Figure 1. Port wiring (run 1).
Scale: 10 px per um.
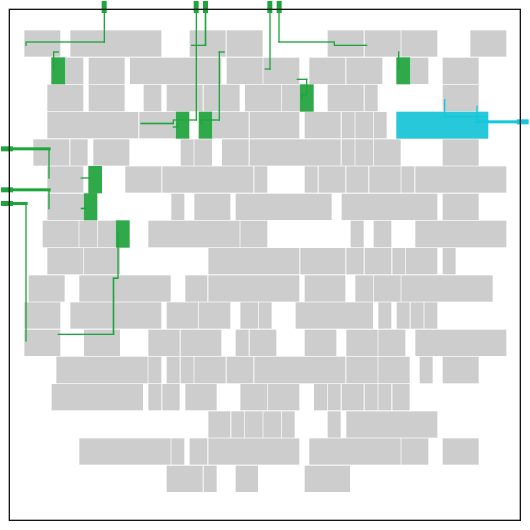
Figure 2. Selected gate families (run 1).
Scale: 10 px per um.
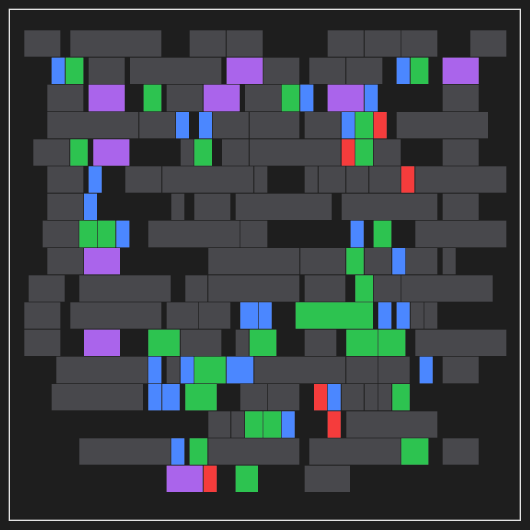
Figure 3. Met2 routing (run 1).
Scale: 6 px per um. Cells faint in the background.
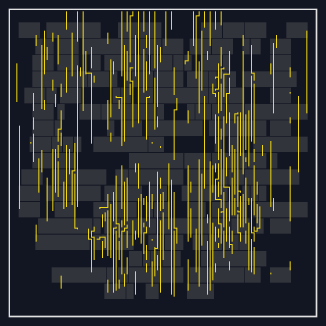
Figure 4. Congestion heat map (run 1).
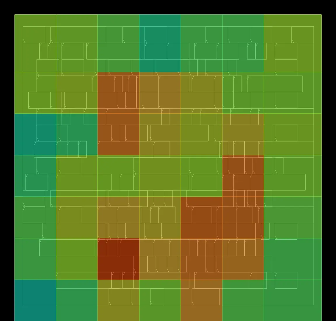
==> config.mk <==
export PLATFORM = sky130hd
export DESIGN_NAME = dac_write_sched
export DESIGN_NICKNAME = d
export VERILOG_FILES = /design/src/rtl/dac_ctrl_pkg.sv /design/src/rtl/dac_rr_arbiter.sv /design/src/rtl/dac_write_sched.sv
export SDC_FILE = /design/constraint.sdc
export NUM_CORES = 1
export LEC_CHECK = 0
export CAP_MARGIN = 15
export CORE_UTILIZATION = 51
export DETAILED_ROUTE_END_ITERATION = 10
export PLACE_DENSITY_LB_ADDON = 0.25
export SKIP_LAST_GASP = 1
export SYNTH_ARGS = -nofsm -noshare
export SYNTH_HDL_FRONTEND = slang
export SYNTH_HIERARCHICAL = 1
export SYNTH_SLANG_ARGS = --single-unit
==> constraint.sdc <==
create_clock -name clk -period 3.7 [get_ports clk]
set_clock_uncertainty 0.05 [all_clocks]
set_input_delay 0.74 -clock clk [delete_from_list [all_inputs] [get_ports clk]]
set_output_delay 0.74 -clock clk [all_outputs]
set_load 0.005 [all_outputs]
==> impl_metrics.yaml, run 1 <==
# physical design summary
synth:
  yosys.area_share.aoi: 0.161
  post_synth_num_cell_types: 35
  ys_sh_xor: 0.0143
  synth-edff-count: 0
  adder_share_synth: 0.0205
  yosys_warnings: 6
  post_synth_simple_gate_area: 0.191
  synth_cells: 127
  ys_top_logic_family: "simple AND/OR/NAND/NOR gates"
  ys.flops: 24
  post_synth_instance_area_mm2: 0.00122
  ys.flop_type: "sky130_fd_sc_hd__dfrtp_1"
power:
  total_power_w: 0.00112
detailed_routing:
  drt-initial-drc-count: 31
  dr.max_layer_used: "met4"
  met3RoutedLength_um: 89
  detail_route.vias_per_cell: 5.56
  route.detailed.drc: 0
setup_path:
  reg2reg_slack_ns: 1.55
  slowest_delay_ns: 0.51
  timing.critical_path.max_delay_family: "flip-flops"
  critPathCaptureType: "primary output"
  timing.critical_path.depth: 3
  worst-path-buf-inv: 1
  worstPathMaxFanout: 10
sta:
  clock.fmax_mhz: 411
  finalSetupTns_ns: 0
  fin_crit_sh: 0.657
  whs_ns: 0.463
clocking:
  resized_gates_after_cts: 0
  clk_lat_worst_skew_ns: 0.31
  h_tree_level_count: 1
  numCtsBuffers: 3
  clk_pin_slew_worst_paths_ns: 0.13
  clkSinkCount: 24
placement:
  placement.cell_area_mm2: 0.00156
die:
  floorplan.initialDensity: 0.547
  die.size.y_um: 51.0
  placementRows: 17
  die-area_mm2: 0.00260
global_route:
  antenna_found_initial: 0
  grt_max_degree: 25
  global_route_wire_length_before_repair_um: 4150
  globalRoute.totalOverflow: 0
run_status:
  run_status: "finished clean"
job:
  maxCapViolations: 0
final_layout:
  final_layout_size_suffix_gt1_frac: 0.0823
  layout-area-overhead-vs-synth_pct: 30.5
## Picture notes: Figure 1
data_a: shown in green, bits 8, direction input, edge 5 top, 3 left, end cells 8, buffers 8, wire 112 um. ack_a: shown in cyan, bits 1, direction output, edge right, end cells 1, buffers 1, wire 11.2 um.
number of ports placed on the die boundary: 33
PortBufs: 32

## Picture notes: Figure 2
inverters: shown in red, cells 6. NAND gates: shown in blue, cells 25. inverting AOI/OAI gates: shown in green, cells 26. multiplexers: shown in purple, cells 9.
top logic cell by instance count in the layout: sky130_fd_sc_hd__clkdlybuf4s50_1
combinational share of cell area: 0.353
number of standard cells in the layout, taps in and fillers out: 186

## Picture notes: Figure 3
The layer carries 1290 um of wire. The wires run mostly vertical. 149 nets have wire on it. The longest straight run is 23.5 um.
total via count in the routed design: 1034
total wirelength of the detailed-routed design: 2520 um
met2 track demand over resource: 0.375

## Picture notes: Figure 4
combined global-route utilization of all metal layers: 0.215
WL per Instance: 13.6 um
met1 routing resource usage after global routing: 0.269
Layout Utilization: 0.714
met3 usage in global routing: 0.0268

run 1: stage by stage:
stage               cells  setup slack, ns  utilization
floorplan             127             1.64            -
global placement      182             1.42        0.698
detailed placement    182             1.37        0.698
CTS                   186             1.26        0.714
global route          186             1.19        0.714
finish                186             1.27        0.714
run 1: area by class of cell:
type	count	area (um2)	share of cell area
clock buffer	4	36.3	0.0227
inverter	6	22.5	0.0141
timing repair buffer	34	335	0.210
multi-input combinational	90	563	0.353
tap	28	35.0	0.0220
sequential	24	603	0.378
run 1: cell usage after synthesis, types with 2 or more instances:
| cell type | number | area, um2 |
|---|---|---|
| sky130_fd_sc_hd__nor4_1 | 2 | 12.5 |
| sky130_fd_sc_hd__ha_1 | 2 | 25.0 |
| sky130_fd_sc_hd__nand2_1 | 22 | 82.6 |
| sky130_fd_sc_hd__inv_1 | 6 | 22.5 |
| sky130_fd_sc_hd__a22o_1 | 2 | 17.5 |
| sky130_fd_sc_hd__dfrtp_1 | 22 | 551 |
| sky130_fd_sc_hd__mux2i_1 | 9 | 90.1 |
| sky130_fd_sc_hd__dfstp_2 | 2 | 52.6 |
| sky130_fd_sc_hd__nor2_1 | 12 | 45.0 |
| sky130_fd_sc_hd__a32oi_1 | 2 | 17.5 |
| sky130_fd_sc_hd__clkbuf_1 | 6 | 22.5 |
| sky130_fd_sc_hd__nor3b_1 | 2 | 15.0 |
| sky130_fd_sc_hd__a21oi_1 | 6 | 30.0 |
| sky130_fd_sc_hd__o21ai_0 | 10 | 50.1 |
| sky130_fd_sc_hd__nand3_1 | 2 | 10.0 |
run 1: where the power goes:
group          internal [W]  total (W)  switching [W]
clock             0.0000601   0.000135      0.0000753
combinational      0.000275   0.000502       0.000226
sequential         0.000380   0.000481       0.000101
==> inputs of run 2 (changes only) <==
- CORE_UTILIZATION: 51 -> 47
- clock period: 3.7 -> 2.46 ns (I/O delays scaled with it)
==> run 2 against run 1 <==
Net effect:
- clock-buffer cell count did not move
- via count rose by 0.19%
- design area rose by 0.63%
- critical path depth did not move
- utilization fell by 6.6 points
- critical path type unchanged
- largest power group unchanged
- synthesized cell count did not move
- highest routed layer unchanged
- power rose by 51%
==> impl_metrics.yaml, run 2 <==
# physical design summary
run_status:
  run_status: "finished clean"
placement:
  placed_cells: 185
  placement.cell_area_mm2: 0.00157
global_route:
  grt_max_degree: 25
  antenna_found_initial: 0
final_layout:
  layout_top_cell_excl_fill_tap: "sky130_fd_sc_hd__clkdlybuf4s50_1"
  multiInputGateArea_um2: 563
synth:
  post_synth_simple_gate_area: 0.191
  synth_top_cell_by_area: "sky130_fd_sc_hd__dfrtp_1"
  ys.flop_type: "sky130_fd_sc_hd__dfrtp_1"
  ys.flops: 24
  yosys.area_share.aoi: 0.161
  synth-edff-count: 0
  netlist_top_cells_count: "sky130_fd_sc_hd__dfrtp_1 (22), sky130_fd_sc_hd__nand2_1 (22), sky130_fd_sc_hd__nor2_1 (12)"
  post_synth_num_cell_types: 35
  ys_top_logic_family: "simple AND/OR/NAND/NOR gates"
detailed_routing:
  detail_route.vias_per_cell: 5.48
  drt-initial-drc-count: 24
  met3RoutedLength_um: 153
  route.detailed.drc: 0
setup_path:
  critPathCaptureType: "primary output"
clocking:
  clk_lat_worst_skew_ns: 0.31
  numCtsBuffers: 3
  clkSinkCount: 24
  h_tree_level_count: 1
die:
  die.size.y_um: 53
==> run 2: cell counts after synthesis <==
No cell type changed its count.
==> run 2: cell families after synthesis <==
group,Yosys count
simple gates,48
mux,9
xor+xnor,2
buf+inv,13
compound gates,29
fa+ha+maj,2
flops,24
==> run 2: metrics by stage <==
stage          hold slack, ns  setup slack (ns)   util
2_1_floorplan           0.146             0.400      -
3_3_place_gp            0.418             0.418  0.633
3_5_place_dp            0.443             0.335  0.633
4_1_cts                 0.465             0.296  0.648
5_1_grt                 0.488             0.198  0.648
6_report                0.466             0.300  0.648
==> run 2: power by group through the flow <==
stage | sequential, W | combinational [W] | clock, W
floorplan | 0.000686 | 0.000484 | 0
global placement | 0.000715 | 0.000722 | 0
detailed placement | 0.000728 | 0.000757 | 0
CTS | 0.000721 | 0.000762 | 0.000214
global route | 0.000747 | 0.000853 | 0.000224
finish | 0.000721 | 0.000757 | 0.000205
==> run 2: layer usage <==
layer | up-vias | global-route usage
li1 | 508 | -
met1 | 494 | 0.276
met2 | 32 | 0.373
met3 | 2 | 0.0316
met4 | 0 | 0.0833
met5 | - | 0
==> run 2: layout make-up <==
cell class / instances / share of cell area
repair buffers: 35 / 0.214
clock buffers: 4 / 0.0226
inverters: 6 / 0.0140
well taps: 30 / 0.0234
flip-flops and latches: 24 / 0.376
multi-input cells: 90 / 0.351
Figure 5. Congestion heat map (run 2).
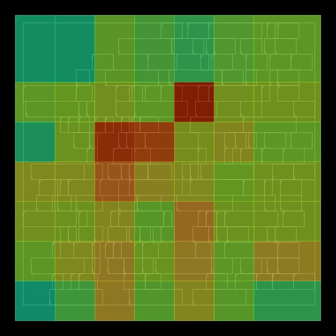
most crowded layer after global routing: met2
met3 usage in global routing: 0.0316
met2 track demand over resource: 0.373

Figure 6. Met2 routing (run 2).
Scale: 4 px per um. Cells faint in the background.
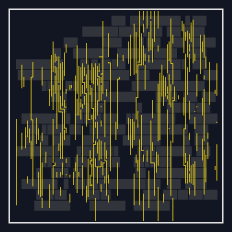
The layer holds 50% of the routed length. The longest straight run is 27.0 um. The layer carries 1340 um of wire. 159 nets have wire on it. The wires run mostly vertical.
total via count in the routed design: 1036
total wirelength of the detailed-routed design: 2700 um

Power is estimated from default activity; no workload was simulated.
